===== config.mk =====
export PLATFORM = sky130hd
export DESIGN_NAME = mux_nto1_reg
export DESIGN_NICKNAME = d
export VERILOG_FILES = /design/src/rtl/mux_pkg.sv /design/src/rtl/dual_rail_sel_chk.sv /design/src/rtl/mux_nto1_reg.sv
export SDC_FILE = /design/constraint.sdc
export NUM_CORES = 1
export LEC_CHECK = 0
export ABC_CLOCK_PERIOD_IN_PS = 4400
export CORE_MARGIN = 5
export CORE_UTILIZATION = 45
export DETAILED_ROUTE_END_ITERATION = 6
export GPL_TIMING_DRIVEN = 1
export HOLD_SLACK_MARGIN = 0.1
export PLACE_DENSITY = 0.88
export SLEW_MARGIN = 20
export SYNTH_ARGS = -nofsm -noshare
export SYNTH_HDL_FRONTEND = slang
export SYNTH_SLANG_ARGS = --single-unit

===== constraint.sdc =====
create_clock -name Clock -period 4.4 [get_ports Clock]
set_input_delay 0.88 -clock Clock [delete_from_list [all_inputs] [get_ports Clock]]
set_output_delay 0.88 -clock Clock [all_outputs]
set_load 0.005 [all_outputs]

===== src/rtl/mux_pkg.sv =====
// rtl/mux_pkg.sv - shared constants and dual-rail select helpers for the mux family
package mux_pkg;

   localparam logic MODE_EXT  = 1'b0;
   localparam logic MODE_SCAN = 1'b1;

   // Widest select any mux in this family carries (NUM_IN up to 16).
   localparam int SEL_MAX_W = 4;

   function automatic int clog2(input int n);
      int w;
      w = 1;
      while ((1 << w) < n) w++;
      return w;
   endfunction

   // A select is legal when every used bit of the two rails disagrees and the
   // index names an existing input. Callers zero-extend both rails.
   function automatic logic sel_legal(
      input logic [SEL_MAX_W-1:0] sel_true,
      input logic [SEL_MAX_W-1:0] sel_comp,
      input int                   sel_w,
      input int                   num_in
   );
      logic ok;
      ok = (int'(sel_true) < num_in);
      for (int i = 0; i < SEL_MAX_W; i++) begin
         if ((i < sel_w) && (sel_true[i] == sel_comp[i])) begin
            ok = 1'b0;
         end
      end
      return ok;
   endfunction

endpackage


===== src/rtl/dual_rail_sel_chk.sv =====
// rtl/dual_rail_sel_chk.sv - combinational dual-rail select check and index decode
module dual_rail_sel_chk
   import mux_pkg::*;
#(
   parameter int NUM_IN = 3,
   parameter int SEL_W  = clog2(NUM_IN)
) (
   input  logic [SEL_W-1:0] sel_true,
   input  logic [SEL_W-1:0] sel_comp,
   output logic             legal,
   output logic [SEL_W-1:0] idx
);

   logic [SEL_MAX_W-1:0] true_ext;
   logic [SEL_MAX_W-1:0] comp_ext;

   always_comb begin
      true_ext = SEL_MAX_W'(sel_true);
      comp_ext = SEL_MAX_W'(sel_comp);
      legal    = sel_legal(true_ext, comp_ext, SEL_W, NUM_IN);
      idx      = sel_true;
   end

endmodule


===== src/rtl/mux_nto1_reg.sv =====
// rtl/mux_nto1_reg.sv - registered N-to-1 mux with dual-rail select check, error count and scan mode
module mux_nto1_reg
   import mux_pkg::*;
#(
   parameter int  WIDTH  = 1,
   parameter int  NUM_IN = 3,
   parameter int  ERR_W  = 8,
   localparam int SEL_W  = clog2(NUM_IN)
) (
   input  logic                    Clock,
   input  logic                    Reset,
   input  logic [NUM_IN*WIDTH-1:0] In,
   input  logic [SEL_W-1:0]        Select,
   input  logic [SEL_W-1:0]        _Select,
   input  logic                    InValid,
   input  logic                    Mode,
   input  logic                    ClearErr,
   output logic [WIDTH-1:0]        Out,
   output logic                    OutValid,
   output logic                    SelErr,
   output logic [ERR_W-1:0]        ErrCount,
   output logic [SEL_W-1:0]        ScanIdx
);

   localparam logic [ERR_W-1:0] ERR_MAX  = {ERR_W{1'b1}};
   localparam logic [SEL_W-1:0] SCAN_TOP = SEL_W'(NUM_IN - 1);

   logic [WIDTH-1:0] out_q, out_d;
   logic             out_valid_q, out_valid_d;
   logic             sel_err_q, sel_err_d;
   logic [ERR_W-1:0] err_cnt_q, err_cnt_d;
   logic [SEL_W-1:0] scan_idx_q, scan_idx_d;
   logic             mode_q, mode_d;

   logic             chk_legal;
   logic [SEL_W-1:0] chk_idx;
   logic             scan_mode;
   logic             mode_rise;
   logic [SEL_W-1:0] scan_base;
   logic [SEL_W-1:0] pick_idx;
   logic [WIDTH-1:0] pick_data;
   logic             take;
   logic             bad_sel;

   dual_rail_sel_chk #(
      .NUM_IN (NUM_IN),
      .SEL_W  (SEL_W)
   ) u_sel_chk (
      .sel_true (Select),
      .sel_comp (_Select),
      .legal    (chk_legal),
      .idx      (chk_idx)
   );

   // Entering scan mode restarts the pointer so the first scan sample is input 0.
   always_comb begin
      scan_mode = (Mode == MODE_SCAN);
      mode_rise = scan_mode && (mode_q == MODE_EXT);
      scan_base = mode_rise ? '0 : scan_idx_q;
      pick_idx  = scan_mode ? scan_base : chk_idx;
      take      = InValid && (scan_mode || chk_legal);
      bad_sel   = InValid && !scan_mode && !chk_legal;
   end

   always_comb begin
      pick_data = '0;
      for (int k = 0; k < NUM_IN; k++) begin
         if (pick_idx == SEL_W'(k)) begin
            pick_data = In[k*WIDTH +: WIDTH];
         end
      end
   end

   always_comb begin
      out_d       = out_q;
      out_valid_d = take;
      scan_idx_d  = scan_idx_q;
      mode_d      = Mode;

      if (take) begin
         out_d = pick_data;
      end

      if (scan_mode) begin
         if (InValid) begin
            scan_idx_d = (scan_base == SCAN_TOP) ? '0 : scan_base + 1'b1;
         end else begin
            scan_idx_d = scan_base;
         end
      end
   end

   // A new error outranks a same-cycle clear, leaving a count of one.
   always_comb begin
      sel_err_d = sel_err_q;
      err_cnt_d = err_cnt_q;

      if (ClearErr) begin
         sel_err_d = 1'b0;
         err_cnt_d = '0;
      end

      if (bad_sel) begin
         sel_err_d = 1'b1;
         if (ClearErr) begin
            err_cnt_d = ERR_W'(1);
         end else if (err_cnt_q != ERR_MAX) begin
            err_cnt_d = err_cnt_q + 1'b1;
         end
      end
   end

   always_ff @(posedge Clock or posedge Reset) begin
      if (Reset) begin
         out_q       <= '0;
         out_valid_q <= 1'b0;
         sel_err_q   <= 1'b0;
         err_cnt_q   <= '0;
         scan_idx_q  <= '0;
         mode_q      <= MODE_EXT;
      end else begin
         out_q       <= out_d;
         out_valid_q <= out_valid_d;
         sel_err_q   <= sel_err_d;
         err_cnt_q   <= err_cnt_d;
         scan_idx_q  <= scan_idx_d;
         mode_q      <= mode_d;
      end
   end

   assign Out      = out_q;
   assign OutValid = out_valid_q;
   assign SelErr   = sel_err_q;
   assign ErrCount = err_cnt_q;
   assign ScanIdx  = scan_idx_q;

endmodule


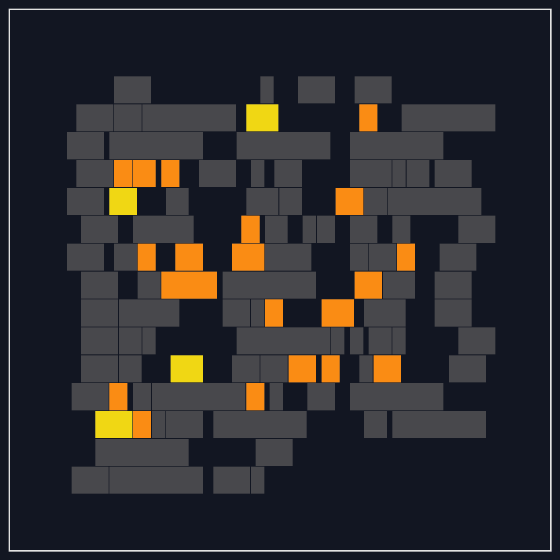
*Gate families picked out, run 1*
Key: aoi and oai cells = orange [cells 20, most used a21oi_1]; non-inverting ao/oa cells = yellow [cells 4, most used a22o_1]

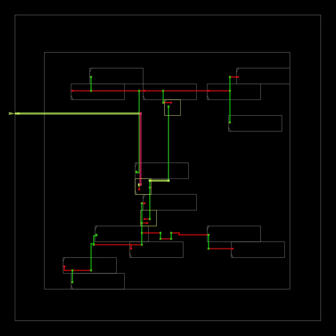
*Clock nets, run 1*
Setup Skew: 2.89 ps
total of clock buffers placed in the layout: 3
Seq Cell Count: 14

==> out/results.ini, run 1 <==
[status]
run_status=completed

[cts]
post_cts_buffers=0
cts.hold.buffers_added=0
clk_root_buffer_cell=sky130_fd_sc_hd__clkbuf_4

[final_layout]
area_share_nonclk_buffers_pct=22.0
inverters=7
area_delta_synth_final_pct=33.1
final_layout_top_logic_cells=sky130_fd_sc_hd__clkdlybuf4s50_1 (24), sky130_fd_sc_hd__dfrtp_1 (14), sky130_fd_sc_hd__inv_1 (7)
stdcell_count=132
ff_latch_area_sq_um=350
buffers=24
multi_input_comb_cells=59
finish.net_count=122

[logic_synthesis]
synth.distinct_cells=36
async_set_or_reset_flop_fraction_in_the_synthesized_netlist_pct=100
ys_top_cells_by_area=sky130_fd_sc_hd__dfrtp_1 (43%), sky130_fd_sc_hd__a21oi_1 (3.7%), sky130_fd_sc_hd__or4_1 (3.7%)
synth-area-yosys_sq_um=820
synthFlopType=sky130_fd_sc_hd__dfrtp_1
synth.avg_cell_area_sq_um=9.87

[timing]
actual_slew_at_the_worst_max_slew_pin_ps=613
fin_tns_setup_ps=0
timing.final.setup_violations=0
layout_worst_path_cycle_share_pct=58.1
drv_slew=0

[drt]
first_pass_iters=4
drtIter0Drc=9

[power]
power_sequential_uw=144
ir_worst_vdd_mv=0.150

[setup_path]
worst_setup_path_endpoint=ErrCount[5]

[worst_hold_path]
hold_start=SelErr
hold_end=SelErr

[place]
place_ws_ps=1550

[grt]
gr-usage-all-layers_pct=15.1

[floorplanning]
initial_core_utilization_pct=47.5
chip_height_um=52.7

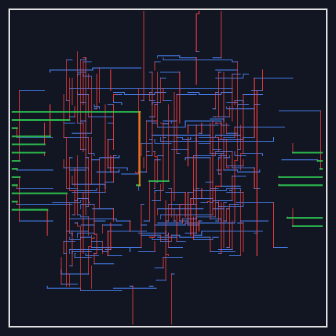
*Routed metal, one color a layer, run 1*
Key: M2 = red [wire length 925 um]; M4 = orange [wire length 12.2 um]; M1 = blue [wire length 714 um]; M3 = green [wire length 101 um]

run 1: layer usage:
metal | vias up | part of all wire [%] | routed length, um
li1 | 364 | - | -
met1 | 365 | 41 | 713
met2 | 22 | 53 | 925
met3 | 2 | 5.8 | 101
met4 | 0 | 0.68 | 12
met5 | - | 0 | 0
run 1: critical path: stages:
cell and delay [ps]:
sky130_fd_sc_hd__clkdlybuf4s50_1 540, sky130_fd_sc_hd__nand4bb_2 170, sky130_fd_sc_hd__o2111ai_2 350, sky130_fd_sc_hd__nor4_1 400, sky130_fd_sc_hd__mux2_2 370
run 1: kinds of logic after synthesis:
kind of cell	share of synthesized area, %
mux	2.60
flops	42.7
buf+inv	5.95
compound gates	20.3
xor+xnor	1.99
simple gates	24.9
fa+ha+maj	1.53
==> inputs of run 2 (changes only) <==
- ABC_CLOCK_PERIOD_IN_PS: 4400 -> 2100
- CORE_UTILIZATION: 45 -> 41
- PLACE_DENSITY: 0.88 -> 0.85
- clock period: 4.4 -> 2.1 ns (I/O delays scaled with it)
==> run 2 against run 1 <==
Wire length grew 16%. Critical path depth unchanged. Flip-flop count is the same. Global-route usage is 1.0 points higher. Non-clock buffer count rose by 6. Synthesized cell count unchanged. Critical endpoint unchanged.
==> out/results.ini, run 2 <==
[setup_path]
crit_path_max_delay_family=buffers and inverters
timing.critical_path.depth=5
timing.critical_path.slowest_stage_cell=sky130_fd_sc_hd__clkdlybuf4s50_1

[drt]
m1WireLength_um=831
routed-wl-met3_um=121
drtIter0Drc=13

[final_layout]
stdcell_count=140
final_layout_top_logic_cells=sky130_fd_sc_hd__clkdlybuf4s50_1 (24), sky130_fd_sc_hd__dfrtp_1 (14), sky130_fd_sc_hd__inv_1 (7)
finish.net_count=128

[logic_synthesis]
async_set_or_reset_flop_fraction_in_the_synthesized_netlist_pct=100
synth.avg_cell_area_sq_um=9.87
synth.distinct_cells=36
synthFlopType=sky130_fd_sc_hd__dfrtp_1
synth-area-yosys_sq_um=820

[status]
run_status=completed

[place]
place_ws_ps=-200

[timing]
drv_slew=0
actual_slew_at_the_worst_max_slew_pin_ps=542

[floorplanning]
chip_height_um=54.7

[power]
power_sequential_uw=303

## run 2: area by class of cell
cell class,count,area (sq um),share of cell area [%]
clock buffers,3,22.5,1.96
inverters,7,26.3,2.29
multi-input cells,59,432,37.5
flip-flops and latches,14,350,30.5
well taps,27,33.8,2.94
repair buffers,30,285,24.8
## run 2: kinds of logic (layout without fill, tap and decap cells)
| logic type | count (synthesis) | after routing | share of synthesized area, % |
|---|---|---|---|
| AND-OR/OR-AND | 24 | 24 | 20.3 |
| buffers and inverters | 10 | 40 | 5.95 |
| XOR/XNOR | 1 | 1 | 1.99 |
| AND/OR/NAND/NOR | 31 | 31 | 24.9 |
| multiplexers | 2 | 2 | 2.60 |
| flip-flops | 14 | 14 | 42.7 |
| adder cells (fa/ha/maj) | 1 | 1 | 1.53 |
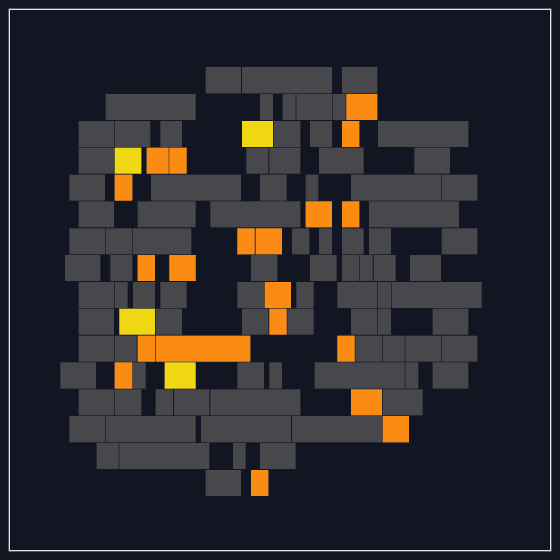
*Gate families picked out, run 2*
Key: non-inverting ao/oa cells = yellow [cells 4, most used a22o_1]; aoi and oai cells = orange [cells 20, most used a21oi_1]

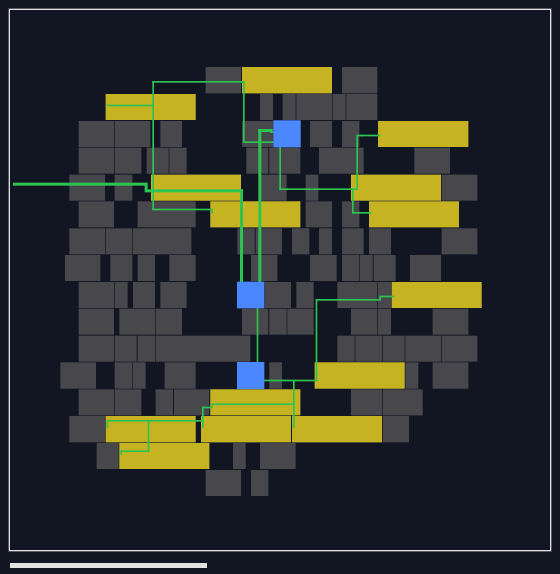
*Routed clock nets over the placement, run 2*
Scale bar: 20 um.
Key: clock wires = green [length 186 um]; clock-net drivers = blue [count 3]; flip-flops = yellow [count 14]
There are 4 routed clock nets.

